$ cat src/rtl/regfile_pkg.sv
`default_nettype none
// ============================================================================
// Module   : regfile_pkg
// Brief    : Shared types, limits and helpers for the multiport register file.
// Revision : 1.0 - initial parametrised release
// ============================================================================
package regfile_pkg;

  // Sweep controller states: clearing storage, or open for normal traffic.
  typedef enum logic [0:0] {
    RF_CLEAR = 1'b0,
    RF_READY = 1'b1
  } rf_state_t;

  // Upper limits on port counts supported by the generate structure.
  localparam int c_max_nr = 4;
  localparam int c_max_nw = 2;

  // Storage index width for a given depth; never narrower than one bit.
  function automatic int rf_addr_w(input int depth);
    return (depth > 2) ? $clog2(depth) : 1;
  endfunction

endpackage
`default_nettype wire

$ cat src/rtl/regfile_bank.sv
`default_nettype none
// ============================================================================
// Module   : regfile_bank
// Brief    : One storage copy: NW write ports, one asynchronous read port.
//            No reset; addresses arrive already range-checked by the top.
// Revision : 1.0 - initial parametrised release
// ============================================================================
module regfile_bank
  import regfile_pkg::*;
#(
  parameter int XLEN  = 32,
  parameter int DEPTH = 32,
  parameter int IW    = rf_addr_w(DEPTH),
  parameter int NW    = 1
) (
  input  logic               clk,
  input  logic [NW-1:0]      we,
  input  logic [NW*IW-1:0]   waddr,
  input  logic [NW*XLEN-1:0] wdata,
  input  logic [IW-1:0]      raddr,
  output logic [XLEN-1:0]    rdata
);

  logic [XLEN-1:0] r_mem [DEPTH];

  // Write all enabled ports; later loop iterations overwrite earlier ones,
  // so the highest-index port wins on an address collision.
  always_ff @(posedge clk) begin
    for (int k = 0; k < NW; k++) begin
      if (we[k]) begin
        r_mem[waddr[k*IW +: IW]] <= wdata[k*XLEN +: XLEN];
      end
    end
  end

  assign rdata = r_mem[raddr];

endmodule
`default_nettype wire

$ cat src/rtl/regfile_multiport.sv
`default_nettype none
// ============================================================================
// Module   : regfile_multiport
// Brief    : Parametrised multi-read/multi-write register file with a
//            sequential clear sweep on reset, optional zero register,
//            write-to-read bypass and optional registered read.
// Revision : 1.0 - initial parametrised release
// ============================================================================
module regfile_multiport
  import regfile_pkg::*;
#(
  parameter int XLEN      = 32,
  parameter int DEPTH     = 32,
  parameter int AW        = $clog2(DEPTH),
  parameter int NR        = 2,
  parameter int NW        = 1,
  parameter int ZERO_REG  = 1,
  parameter int BYPASS    = 1,
  parameter int SYNC_READ = 0
) (
  input  logic               clk,
  input  logic               rst,
  output logic               busy,
  input  logic [NR*AW-1:0]   raddr,
  output logic [NR*XLEN-1:0] rdata,
  input  logic [NW-1:0]      wen,
  input  logic [NW*AW-1:0]   waddr,
  input  logic [NW*XLEN-1:0] wdata
);

  localparam int            IW      = rf_addr_w(DEPTH);
  localparam logic [IW-1:0] c_last  = IW'(DEPTH - 1);
  localparam logic [AW:0]   c_depth = (AW + 1)'(DEPTH);

  // Configuration sanity checks, evaluated at elaboration.
  if (NR < 1 || NR > c_max_nr) begin : g_chk_nr
    $error("regfile_multiport: NR out of range");
  end
  if (NW < 1 || NW > c_max_nw) begin : g_chk_nw
    $error("regfile_multiport: NW out of range");
  end
  if (DEPTH < 2 || AW < IW) begin : g_chk_depth
    $error("regfile_multiport: DEPTH < 2 or AW too narrow for DEPTH");
  end

  rf_state_t     r_state;
  rf_state_t     w_state_nxt;
  logic [IW-1:0] r_sweep;
  logic [IW-1:0] w_sweep_nxt;
  logic          w_clr_we;
  logic          w_busy;

  logic [NW-1:0]      w_wacc;
  logic [NW-1:0]      w_bank_we;
  logic [NW*IW-1:0]   w_bank_waddr;
  logic [NW*XLEN-1:0] w_bank_wdata;

  // Sweep state register; rst is folded into the next-state logic.
  always_ff @(posedge clk) begin
    r_state <= w_state_nxt;
    r_sweep <= w_sweep_nxt;
  end

  // Next-state: hold in CLEAR at index 0 under reset, otherwise walk every
  // entry once and drop into READY after the last one is cleared.
  always_comb begin
    w_state_nxt = r_state;
    w_sweep_nxt = r_sweep;
    w_clr_we    = 1'b0;
    if (rst) begin
      w_state_nxt = RF_CLEAR;
      w_sweep_nxt = '0;
    end else begin
      case (r_state)
        RF_CLEAR: begin
          w_clr_we = 1'b1;
          if (r_sweep == c_last) begin
            w_state_nxt = RF_READY;
            w_sweep_nxt = '0;
          end else begin
            w_sweep_nxt = r_sweep + 1'b1;
          end
        end
        RF_READY: begin
          w_state_nxt = RF_READY;
        end
        default: begin
          w_state_nxt = RF_CLEAR;
          w_sweep_nxt = '0;
        end
      endcase
    end
  end

  assign w_busy = rst || (r_state != RF_READY);
  assign busy   = w_busy;

  // Write acceptance: READY only, in range, and never into a hardwired zero.
  for (genvar k = 0; k < NW; k++) begin : g_wacc
    logic [AW-1:0] w_wa;
    assign w_wa      = waddr[k*AW +: AW];
    assign w_wacc[k] = !w_busy && wen[k] && ({1'b0, w_wa} < c_depth) &&
                       !((ZERO_REG != 0) && (w_wa == '0));
  end

  // Bank write ports: the sweep borrows port 0 while clearing, otherwise the
  // accepted writeback ports pass straight through.
  always_comb begin
    w_bank_we    = w_wacc;
    w_bank_waddr = '0;
    w_bank_wdata = '0;
    for (int k = 0; k < NW; k++) begin
      w_bank_waddr[k*IW +: IW]     = waddr[k*AW +: IW];
      w_bank_wdata[k*XLEN +: XLEN] = wdata[k*XLEN +: XLEN];
    end
    if (w_clr_we) begin
      w_bank_we               = '0;
      w_bank_we[0]            = 1'b1;
      w_bank_waddr[0 +: IW]   = r_sweep;
      w_bank_wdata[0 +: XLEN] = '0;
    end
  end

  // One private storage copy per read port, plus its read-side logic.
  for (genvar p = 0; p < NR; p++) begin : g_rport
    logic [AW-1:0]   w_ra;
    logic            w_rinr;
    logic [IW-1:0]   w_bank_ra;
    logic [XLEN-1:0] w_bank_rd;
    logic [XLEN-1:0] w_rval;

    assign w_ra      = raddr[p*AW +: AW];
    assign w_rinr    = ({1'b0, w_ra} < c_depth) &&
                       !((ZERO_REG != 0) && (w_ra == '0));
    // Out-of-range reads look up entry 0 so the bank is never indexed past
    // its end; the result is masked below anyway.
    assign w_bank_ra = w_rinr ? w_ra[IW-1:0] : '0;

    regfile_bank #(
      .XLEN  (XLEN),
      .DEPTH (DEPTH),
      .IW    (IW),
      .NW    (NW)
    ) u_bank (
      .clk   (clk),
      .we    (w_bank_we),
      .waddr (w_bank_waddr),
      .wdata (w_bank_wdata),
      .raddr (w_bank_ra),
      .rdata (w_bank_rd)
    );

    // Read value: zero when busy/masked, else storage, overridden by an
    // accepted same-cycle write (highest matching port last, so it wins).
    always_comb begin
      w_rval = '0;
      if (!w_busy && w_rinr) begin
        w_rval = w_bank_rd;
        if (BYPASS != 0) begin
          for (int k = 0; k < NW; k++) begin
            if (w_wacc[k] && (waddr[k*AW +: AW] == w_ra)) begin
              w_rval = wdata[k*XLEN +: XLEN];
            end
          end
        end
      end
    end

    if (SYNC_READ != 0) begin : g_sync
      logic [XLEN-1:0] r_rdata;
      // Registered read; cleared for the whole reset/sweep window.
      always_ff @(posedge clk) begin
        if (w_busy) begin
          r_rdata <= '0;
        end else begin
          r_rdata <= w_rval;
        end
      end
      assign rdata[p*XLEN +: XLEN] = r_rdata;
    end else begin : g_comb
      assign rdata[p*XLEN +: XLEN] = w_rval;
    end
  end

endmodule
`default_nettype wire

$ cat config.mk
export PLATFORM = sky130hd
export DESIGN_NAME = regfile_multiport
export DESIGN_NICKNAME = d
export VERILOG_FILES = /design/src/rtl/regfile_pkg.sv /design/src/rtl/regfile_bank.sv /design/src/rtl/regfile_multiport.sv
export SDC_FILE = /design/constraint.sdc
export NUM_CORES = 1
export LEC_CHECK = 0
export ABC_AREA = 1
export ABC_CLOCK_PERIOD_IN_PS = 3700
export CORE_AREA = 4 4 410 452
export DETAILED_ROUTE_END_ITERATION = 12
export DIE_AREA = 0 0 414 456
export PLACE_DENSITY = 0.53
export SLEW_MARGIN = 10
export SYNTH_ARGS = -nofsm -noshare
export SYNTH_HDL_FRONTEND = slang
export SYNTH_SLANG_ARGS = --single-unit
$ cat constraint.sdc
create_clock -name clk -period 3.7 [get_ports clk]
set_input_delay 0.555 -clock clk [delete_from_list [all_inputs] [get_ports clk]]
set_output_delay 0.555 -clock clk [all_outputs]
set_load 0.01 [all_outputs]
clock_map.png
(1 px per um)
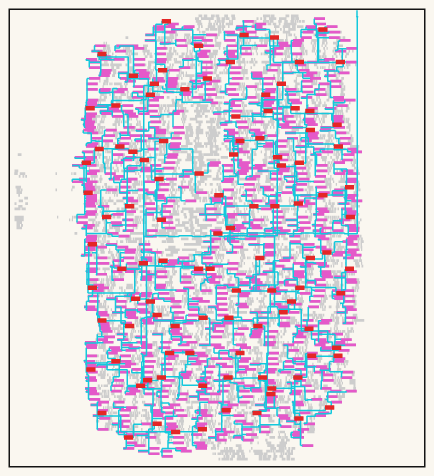
flip-flops -> magenta  # count 1030
clock wires -> cyan  # length 13600 um
cells driving clock nets -> red  # count 106
routed clock nets = 107

final_clocks.png
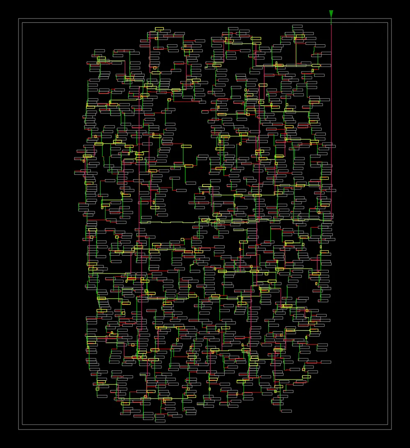
# clock sinks: 1030
# clk buffers: 128
clk pwr: 0.0107 W

==> flow_summary.ini <==
; physical design summary
[run_status]
outcome = finished clean

[place]
place.gp.congestion = 0.8640

[global_route]
grt_busiest_layer = met2
grt_util_all_layers_pct = 21.87
grt_overflow = 0
grt_antenna_before_repair = 7

[finish]
buffers = 384
nFillCells = 18370
lay_top_count = nand2_1
inv_count = 406
largest_class = sequential cells
lay_top_cells = nand2_1 (3016), nand3_1 (1036), edfxtp_1 (1024)

[pwr]
p_leak_nw = 25.95
ir_drop_uv = 346.3
pg_comb_w = 0.00314

[synthesis]
top_area_share_pct = 56.95
yosysUniqueCellTypes = 27
ys_chip_area_um2 = 53990
synth_flops = 1030
avgSynthCellArea_um2 = 8.232
synth.top_cells.by_count = nand2_1 (3020), nand3_1 (1036), edfxtp_1 (1024)

[route]
drt_iter0_markers = 4902
firstDrtPassIters = 6
post-route-drc-count = 0
postRouteWirelength_mm = 213.7

[die]
tap_cells = 2407
die_y_um = 456

[cts]
cts_max_path_buffers = 3
insertion_delay_ps = 740
root_buffer = clkbuf_16
cts-hold-fix-buffers = 0
cts_tree = done

[setup_path]
critPathCapture = rdata[52]
cp.required_ps = 3140
r2r-start = r_state
crit_slowest_cell = clkdlybuf4s50_1
cp-end-kind = primary output
r2r_cells = 8

[hold_path]
hp-class = flip-flop to flip-flop

[job]
warnings = 29
-- critical path: cells and delay by family --
kind	cells	cell delay, ps
xor gates and xnor gates	1	140
and+or+nand+nor	3	420
buffers and inverters	5	1520
AOI/OAI and AO/OA	1	190
-- stage by stage --
step | setup slack, ps | area [um^2]
after floorplan | 481.1 | 53990
after global placement | 186.2 | 60080
after detailed placement | 181.8 | 60080
after CTS | 160.8 | 63480
after global routing | 24.18 | 63500
final | 200.1 | 63500
-- worst min-delay path by stage --
stage	endpoint	slack, ps	start	cells past startpoint
CTS	r_sweep[2]	540	r_sweep[2]	2
detailed placement	r_sweep[2]	530	r_sweep[2]	2
finish	r_sweep[1]	540	r_sweep[1]	2
global placement	r_sweep[1]	520	r_sweep[1]	2
global route	r_sweep[1]	560	r_sweep[1]	2
floorplan	r_sweep[4]	470	r_sweep[4]	1
Power is estimated from default activity; no workload was simulated.
